Figure 1. Nets reached from selected ports.
Drawn at 8 px/µm.
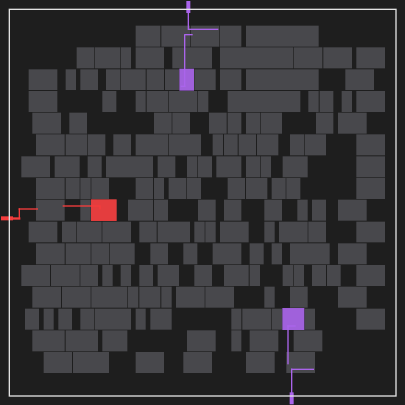
Figure 2. Cell placement.
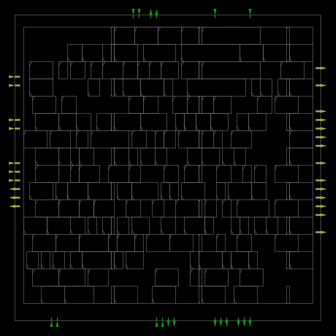
Figure 3. Signal wires on met1.
Drawn at 12 px/µm. Supply wires on this layer in gray. Cells faint in the background.
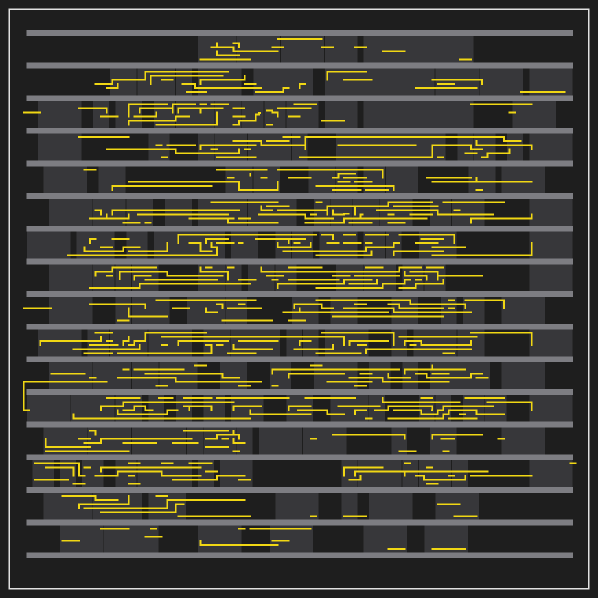
Figure 4. Sizing map.
Drawn at 8 px/µm.
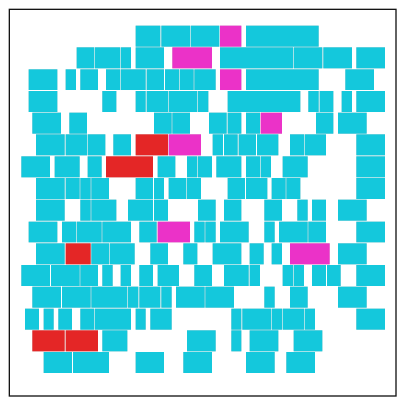
==> src/rtl/mc_ctrl_fsm_pkg.sv <==
// Shared encodings for the multi-cycle MIPS control unit: states, ALU codes,
// opcode/funct constants and datapath select values.
package mc_ctrl_fsm_pkg;

    typedef enum logic [3:0] {
        S_RST     = 4'd0,
        S_FETCH   = 4'd1,
        S_DECODE  = 4'd2,
        S_MEM_ADR = 4'd3,
        S_MEM_RD  = 4'd4,
        S_MEM_WB  = 4'd5,
        S_MEM_WR  = 4'd6,
        S_R_EX    = 4'd7,
        S_R_WB    = 4'd8,
        S_I_EX    = 4'd9,
        S_I_WB    = 4'd10,
        S_BR      = 4'd11,
        S_JMP     = 4'd12,
        S_JAL     = 4'd13,
        S_JR      = 4'd14
    } state_e;

    // Which flavour of ALU work the current state needs.
    typedef enum logic [2:0] {
        CLS_NONE   = 3'd0,
        CLS_PC_ADD = 3'd1,
        CLS_ADDR   = 3'd2,
        CLS_BR     = 3'd3,
        CLS_R      = 3'd4,
        CLS_I      = 3'd5
    } alu_cls_e;

    localparam logic [3:0] ALU_NOP  = 4'd0;
    localparam logic [3:0] ALU_ADD  = 4'd1;
    localparam logic [3:0] ALU_ADDU = 4'd2;
    localparam logic [3:0] ALU_SUB  = 4'd3;
    localparam logic [3:0] ALU_SUBU = 4'd4;
    localparam logic [3:0] ALU_AND  = 4'd5;
    localparam logic [3:0] ALU_OR   = 4'd6;
    localparam logic [3:0] ALU_NOR  = 4'd7;
    localparam logic [3:0] ALU_SLT  = 4'd8;
    localparam logic [3:0] ALU_SLTU = 4'd9;
    localparam logic [3:0] ALU_SLL  = 4'd10;
    localparam logic [3:0] ALU_SRL  = 4'd11;
    localparam logic [3:0] ALU_LUI  = 4'd12;

    localparam logic [5:0] OP_RTYPE = 6'h00;
    localparam logic [5:0] OP_J     = 6'h02;
    localparam logic [5:0] OP_JAL   = 6'h03;
    localparam logic [5:0] OP_BEQ   = 6'h04;
    localparam logic [5:0] OP_BNE   = 6'h05;
    localparam logic [5:0] OP_ADDI  = 6'h08;
    localparam logic [5:0] OP_ADDIU = 6'h09;
    localparam logic [5:0] OP_SLTI  = 6'h0A;
    localparam logic [5:0] OP_ANDI  = 6'h0C;
    localparam logic [5:0] OP_ORI   = 6'h0D;
    localparam logic [5:0] OP_LUI   = 6'h0F;
    localparam logic [5:0] OP_LW    = 6'h23;
    localparam logic [5:0] OP_SW    = 6'h2B;

    localparam logic [5:0] F_SLL  = 6'h00;
    localparam logic [5:0] F_SRL  = 6'h02;
    localparam logic [5:0] F_SLLV = 6'h04;
    localparam logic [5:0] F_SRLV = 6'h06;
    localparam logic [5:0] F_JR   = 6'h08;
    localparam logic [5:0] F_ADD  = 6'h20;
    localparam logic [5:0] F_ADDU = 6'h21;
    localparam logic [5:0] F_SUB  = 6'h22;
    localparam logic [5:0] F_SUBU = 6'h23;
    localparam logic [5:0] F_AND  = 6'h24;
    localparam logic [5:0] F_OR   = 6'h25;
    localparam logic [5:0] F_NOR  = 6'h27;
    localparam logic [5:0] F_SLT  = 6'h2A;
    localparam logic [5:0] F_SLTU = 6'h2B;

    localparam logic [1:0] RD_RT = 2'd0;
    localparam logic [1:0] RD_RD = 2'd1;
    localparam logic [1:0] RD_RA = 2'd2;

    localparam logic [1:0] M2R_ALUOUT = 2'd0;
    localparam logic [1:0] M2R_MDR    = 2'd1;
    localparam logic [1:0] M2R_PC     = 2'd2;

    localparam logic [1:0] SA_PC    = 2'd0;
    localparam logic [1:0] SA_REG   = 2'd1;
    localparam logic [1:0] SA_SHAMT = 2'd2;

    localparam logic [1:0] SB_REG     = 2'd0;
    localparam logic [1:0] SB_FOUR    = 2'd1;
    localparam logic [1:0] SB_IMM     = 2'd2;
    localparam logic [1:0] SB_IMM_SH2 = 2'd3;

    localparam logic [1:0] PCS_ALU    = 2'd0;
    localparam logic [1:0] PCS_ALUOUT = 2'd1;
    localparam logic [1:0] PCS_JUMP   = 2'd2;
    localparam logic [1:0] PCS_REGA   = 2'd3;

    // State following DECODE; S_FETCH marks an unsupported encoding.
    function automatic state_e decode_dispatch(input logic [5:0] op, input logic [5:0] fn);
        state_e nxt;
        nxt = S_FETCH;
        case (op)
            OP_LW, OP_SW: nxt = S_MEM_ADR;
            OP_RTYPE: begin
                case (fn)
                    F_JR: nxt = S_JR;
                    F_ADD, F_ADDU, F_SUB, F_SUBU, F_AND, F_OR, F_NOR,
                    F_SLT, F_SLTU, F_SLL, F_SRL, F_SLLV, F_SRLV: nxt = S_R_EX;
                    default: nxt = S_FETCH;
                endcase
            end
            OP_ADDI, OP_ADDIU, OP_ANDI, OP_ORI, OP_SLTI, OP_LUI: nxt = S_I_EX;
            OP_BEQ, OP_BNE: nxt = S_BR;
            OP_J:   nxt = S_JMP;
            OP_JAL: nxt = S_JAL;
            default: nxt = S_FETCH;
        endcase
        return nxt;
    endfunction

endpackage

==> src/rtl/mc_ctrl_fsm_alu_op_decode.sv <==
// Combinational ALU operation / extension decode from state class and opcode/funct.
// Kept free of FSM state so a pipelined decoder can reuse it.
module mc_ctrl_fsm_alu_op_decode
    import mc_ctrl_fsm_pkg::*;
(
    input  alu_cls_e   cls,
    input  logic [5:0] opcode,
    input  logic [5:0] funct,
    output logic [3:0] alu_op,
    output logic       ext_op
);

    always_comb begin
        alu_op = ALU_NOP;
        ext_op = 1'b0;
        case (cls)
            CLS_PC_ADD: alu_op = ALU_ADD;
            CLS_ADDR: begin
                alu_op = ALU_ADD;
                ext_op = 1'b1;
            end
            CLS_BR: alu_op = ALU_SUB;
            CLS_R: begin
                case (funct)
                    F_ADD:          alu_op = ALU_ADD;
                    F_ADDU:         alu_op = ALU_ADDU;
                    F_SUB:          alu_op = ALU_SUB;
                    F_SUBU:         alu_op = ALU_SUBU;
                    F_AND:          alu_op = ALU_AND;
                    F_OR:           alu_op = ALU_OR;
                    F_NOR:          alu_op = ALU_NOR;
                    F_SLT:          alu_op = ALU_SLT;
                    F_SLTU:         alu_op = ALU_SLTU;
                    F_SLL, F_SLLV:  alu_op = ALU_SLL;
                    F_SRL, F_SRLV:  alu_op = ALU_SRL;
                    default:        alu_op = ALU_NOP;
                endcase
            end
            CLS_I: begin
                case (opcode)
                    OP_ADDI: begin
                        alu_op = ALU_ADD;
                        ext_op = 1'b1;
                    end
                    OP_ADDIU: begin
                        alu_op = ALU_ADDU;
                        ext_op = 1'b1;
                    end
                    OP_ANDI: alu_op = ALU_AND;
                    OP_ORI:  alu_op = ALU_OR;
                    OP_SLTI: begin
                        alu_op = ALU_SLT;
                        ext_op = 1'b1;
                    end
                    OP_LUI:  alu_op = ALU_LUI;
                    default: alu_op = ALU_NOP;
                endcase
            end
            default: alu_op = ALU_NOP;
        endcase
    end

endmodule

==> src/rtl/mc_ctrl_fsm.sv <==
// Multi-cycle MIPS main control: instruction-phase FSM with combinational
// Moore/Mealy output decode (branch pc_en follows the ALU zero flag directly).
module mc_ctrl_fsm
    import mc_ctrl_fsm_pkg::*;
(
    input  logic       clk,
    input  logic       rstn,
    input  logic [5:0] opcode,
    input  logic [5:0] funct,
    input  logic       zero,
    output logic       pc_en,
    output logic       iord,
    output logic       mem_read,
    output logic       mem_write,
    output logic       ir_write,
    output logic       reg_write,
    output logic [1:0] reg_dst,
    output logic [1:0] mem_to_reg,
    output logic [1:0] alu_src_a,
    output logic [1:0] alu_src_b,
    output logic       ext_op,
    output logic [3:0] alu_op,
    output logic [1:0] pc_source,
    output logic       instr_done,
    output logic       illegal,
    output logic [3:0] state
);

    state_e   state_q, state_d;
    alu_cls_e alu_cls;
    logic     pc_write;
    logic     branch;

    always_ff @(posedge clk or negedge rstn) begin
        if (!rstn) state_q <= S_RST;
        else       state_q <= state_d;
    end

    always_comb begin
        state_d    = state_q;
        alu_cls    = CLS_NONE;
        pc_write   = 1'b0;
        branch     = 1'b0;
        iord       = 1'b0;
        mem_read   = 1'b0;
        mem_write  = 1'b0;
        ir_write   = 1'b0;
        reg_write  = 1'b0;
        reg_dst    = RD_RT;
        mem_to_reg = M2R_ALUOUT;
        alu_src_a  = SA_PC;
        alu_src_b  = SB_REG;
        pc_source  = PCS_ALU;
        instr_done = 1'b0;
        illegal    = 1'b0;
        case (state_q)
            S_RST: state_d = S_FETCH;
            S_FETCH: begin
                mem_read  = 1'b1;
                ir_write  = 1'b1;
                pc_write  = 1'b1;
                alu_src_b = SB_FOUR;
                alu_cls   = CLS_PC_ADD;
                state_d   = S_DECODE;
            end
            S_DECODE: begin
                // Branch target is computed speculatively into ALUOut here.
                alu_src_b = SB_IMM_SH2;
                alu_cls   = CLS_ADDR;
                state_d   = decode_dispatch(opcode, funct);
                if (state_d == S_FETCH) begin
                    illegal    = 1'b1;
                    instr_done = 1'b1;
                end
            end
            S_MEM_ADR: begin
                alu_src_a = SA_REG;
                alu_src_b = SB_IMM;
                alu_cls   = CLS_ADDR;
                state_d   = (opcode == OP_SW) ? S_MEM_WR : S_MEM_RD;
            end
            S_MEM_RD: begin
                mem_read = 1'b1;
                iord     = 1'b1;
                state_d  = S_MEM_WB;
            end
            S_MEM_WB: begin
                reg_write  = 1'b1;
                mem_to_reg = M2R_MDR;
                instr_done = 1'b1;
                state_d    = S_FETCH;
            end
            S_MEM_WR: begin
                mem_write  = 1'b1;
                iord       = 1'b1;
                instr_done = 1'b1;
                state_d    = S_FETCH;
            end
            S_R_EX: begin
                alu_src_a = (funct == F_SLL || funct == F_SRL) ? SA_SHAMT : SA_REG;
                alu_cls   = CLS_R;
                state_d   = S_R_WB;
            end
            S_R_WB: begin
                reg_write  = 1'b1;
                reg_dst    = RD_RD;
                instr_done = 1'b1;
                state_d    = S_FETCH;
            end
            S_I_EX: begin
                alu_src_a = SA_REG;
                alu_src_b = SB_IMM;
                alu_cls   = CLS_I;
                state_d   = S_I_WB;
            end
            S_I_WB: begin
                reg_write  = 1'b1;
                instr_done = 1'b1;
                state_d    = S_FETCH;
            end
            S_BR: begin
                alu_src_a  = SA_REG;
                alu_cls    = CLS_BR;
                pc_source  = PCS_ALUOUT;
                branch     = 1'b1;
                instr_done = 1'b1;
                state_d    = S_FETCH;
            end
            S_JMP: begin
                pc_write   = 1'b1;
                pc_source  = PCS_JUMP;
                instr_done = 1'b1;
                state_d    = S_FETCH;
            end
            S_JAL: begin
                pc_write   = 1'b1;
                pc_source  = PCS_JUMP;
                reg_write  = 1'b1;
                reg_dst    = RD_RA;
                mem_to_reg = M2R_PC;
                instr_done = 1'b1;
                state_d    = S_FETCH;
            end
            S_JR: begin
                pc_write   = 1'b1;
                pc_source  = PCS_REGA;
                instr_done = 1'b1;
                state_d    = S_FETCH;
            end
            default: state_d = S_RST;
        endcase
    end

    mc_ctrl_fsm_alu_op_decode u_alu_dec (
        .cls    (alu_cls),
        .opcode (opcode),
        .funct  (funct),
        .alu_op (alu_op),
        .ext_op (ext_op)
    );

    assign pc_en = pc_write | (branch & (zero ^ (opcode == OP_BNE)));
    assign state = state_q;

endmodule

==> config.mk <==
export PLATFORM = sky130hd
export DESIGN_NAME = mc_ctrl_fsm
export DESIGN_NICKNAME = d
export VERILOG_FILES = /design/src/rtl/mc_ctrl_fsm_pkg.sv /design/src/rtl/mc_ctrl_fsm_alu_op_decode.sv /design/src/rtl/mc_ctrl_fsm.sv
export SDC_FILE = /design/constraint.sdc
export NUM_CORES = 1
export LEC_CHECK = 0
export CAP_MARGIN = 10
export CORE_UTILIZATION = 45
export CTS_CLUSTER_SIZE = 40
export DETAILED_ROUTE_END_ITERATION = 6
export HOLD_SLACK_MARGIN = 0.06
export PLACE_DENSITY_LB_ADDON = 0.12
export SLEW_MARGIN = 20
export SYNTH_ARGS = -nofsm -noshare
export SYNTH_HDL_FRONTEND = slang
export SYNTH_SLANG_ARGS = --single-unit
export TNS_END_PERCENT = 30
==> constraint.sdc <==
create_clock -name clk -period 5.4 [get_ports clk]
set_input_delay 1.08 -clock clk [delete_from_list [all_inputs] [get_ports clk]]
set_output_delay 1.08 -clock clk [all_outputs]
set_load 0.01 [all_outputs]
==> flow_summary.ini <==
; implementation run metrics
[critical_path]
startpoint_type = primary input
crit_chain = clkdlybuf4s50_1, inv_1, ha_1, and3b_1, o311ai_1, o22ai_1, o32ai_1, clkdlybuf4s50_1
crit_family = buffers and inverters
crit_fanout = 8
max_stage_delay_ps = 610
crit_end = instr_done

[clock_tree]
clk_pin_slew_worst_paths_ps = 40
htreeDepth = 1
clk-insertion-delay-late_ps = 230

[worst_hold_path]
min_from = state[2]

[cells_and_area]
mostFrequentLayoutCells = clkdlybuf4s50_1, nor2_1, a21oi_1
dominant_cells = combinational gates
clockNetworkAreaShare_pct = 1.65
nonClkBufAreaFrac_pct = 30.0

[route]
wirelength_mm = 2.58
drt_iter0_drc = 28
vias_per_cell = 5.76
ant_nets = 0
drc_errors = 0

[pwr]
p_comb_w = 0.000376

[logic_synthesis]
top_area_share_pct = 10.4
mux_share_pct = 4.57
synthAoiAreaFrac_pct = 30.7
ys_sh_simple_pct = 38.6
synth_flop_count = 4
avgSynthCellArea_um2 = 6.85
yosysUniqueCellTypes = 51

[sta]
slew_headroom_pct = 60.7
skew_ps = 1.92

[global_route]
grt_pass1_wl_mm = 3.71
grtUsageMet2_pct = 39.2
grtUsageMet3_pct = 2.22

[run_status]
status = complete, no violations
About Figure 1:
- alu_src_b: purple (bits 2; direction output; end cells 2; buffers 2; wire 25.1 µm)
- zero: red (bits 1; direction input; end cells 1; buffers 1; wire 9.10 µm)

About Figure 2:
final core occ: 69.0%
row count: 16
sequential share of cell area: 7.32%
Non-Filler Instances: 199
Core ar.: 0.00198 mm²

About Figure 3:
- main direction: horizontal
- share of all routed wire: 47%

About Figure 4:
- x1 and smaller: cyan (cells 160)
- x2: red (cells 5)
- x3 and x4: magenta (cells 7)

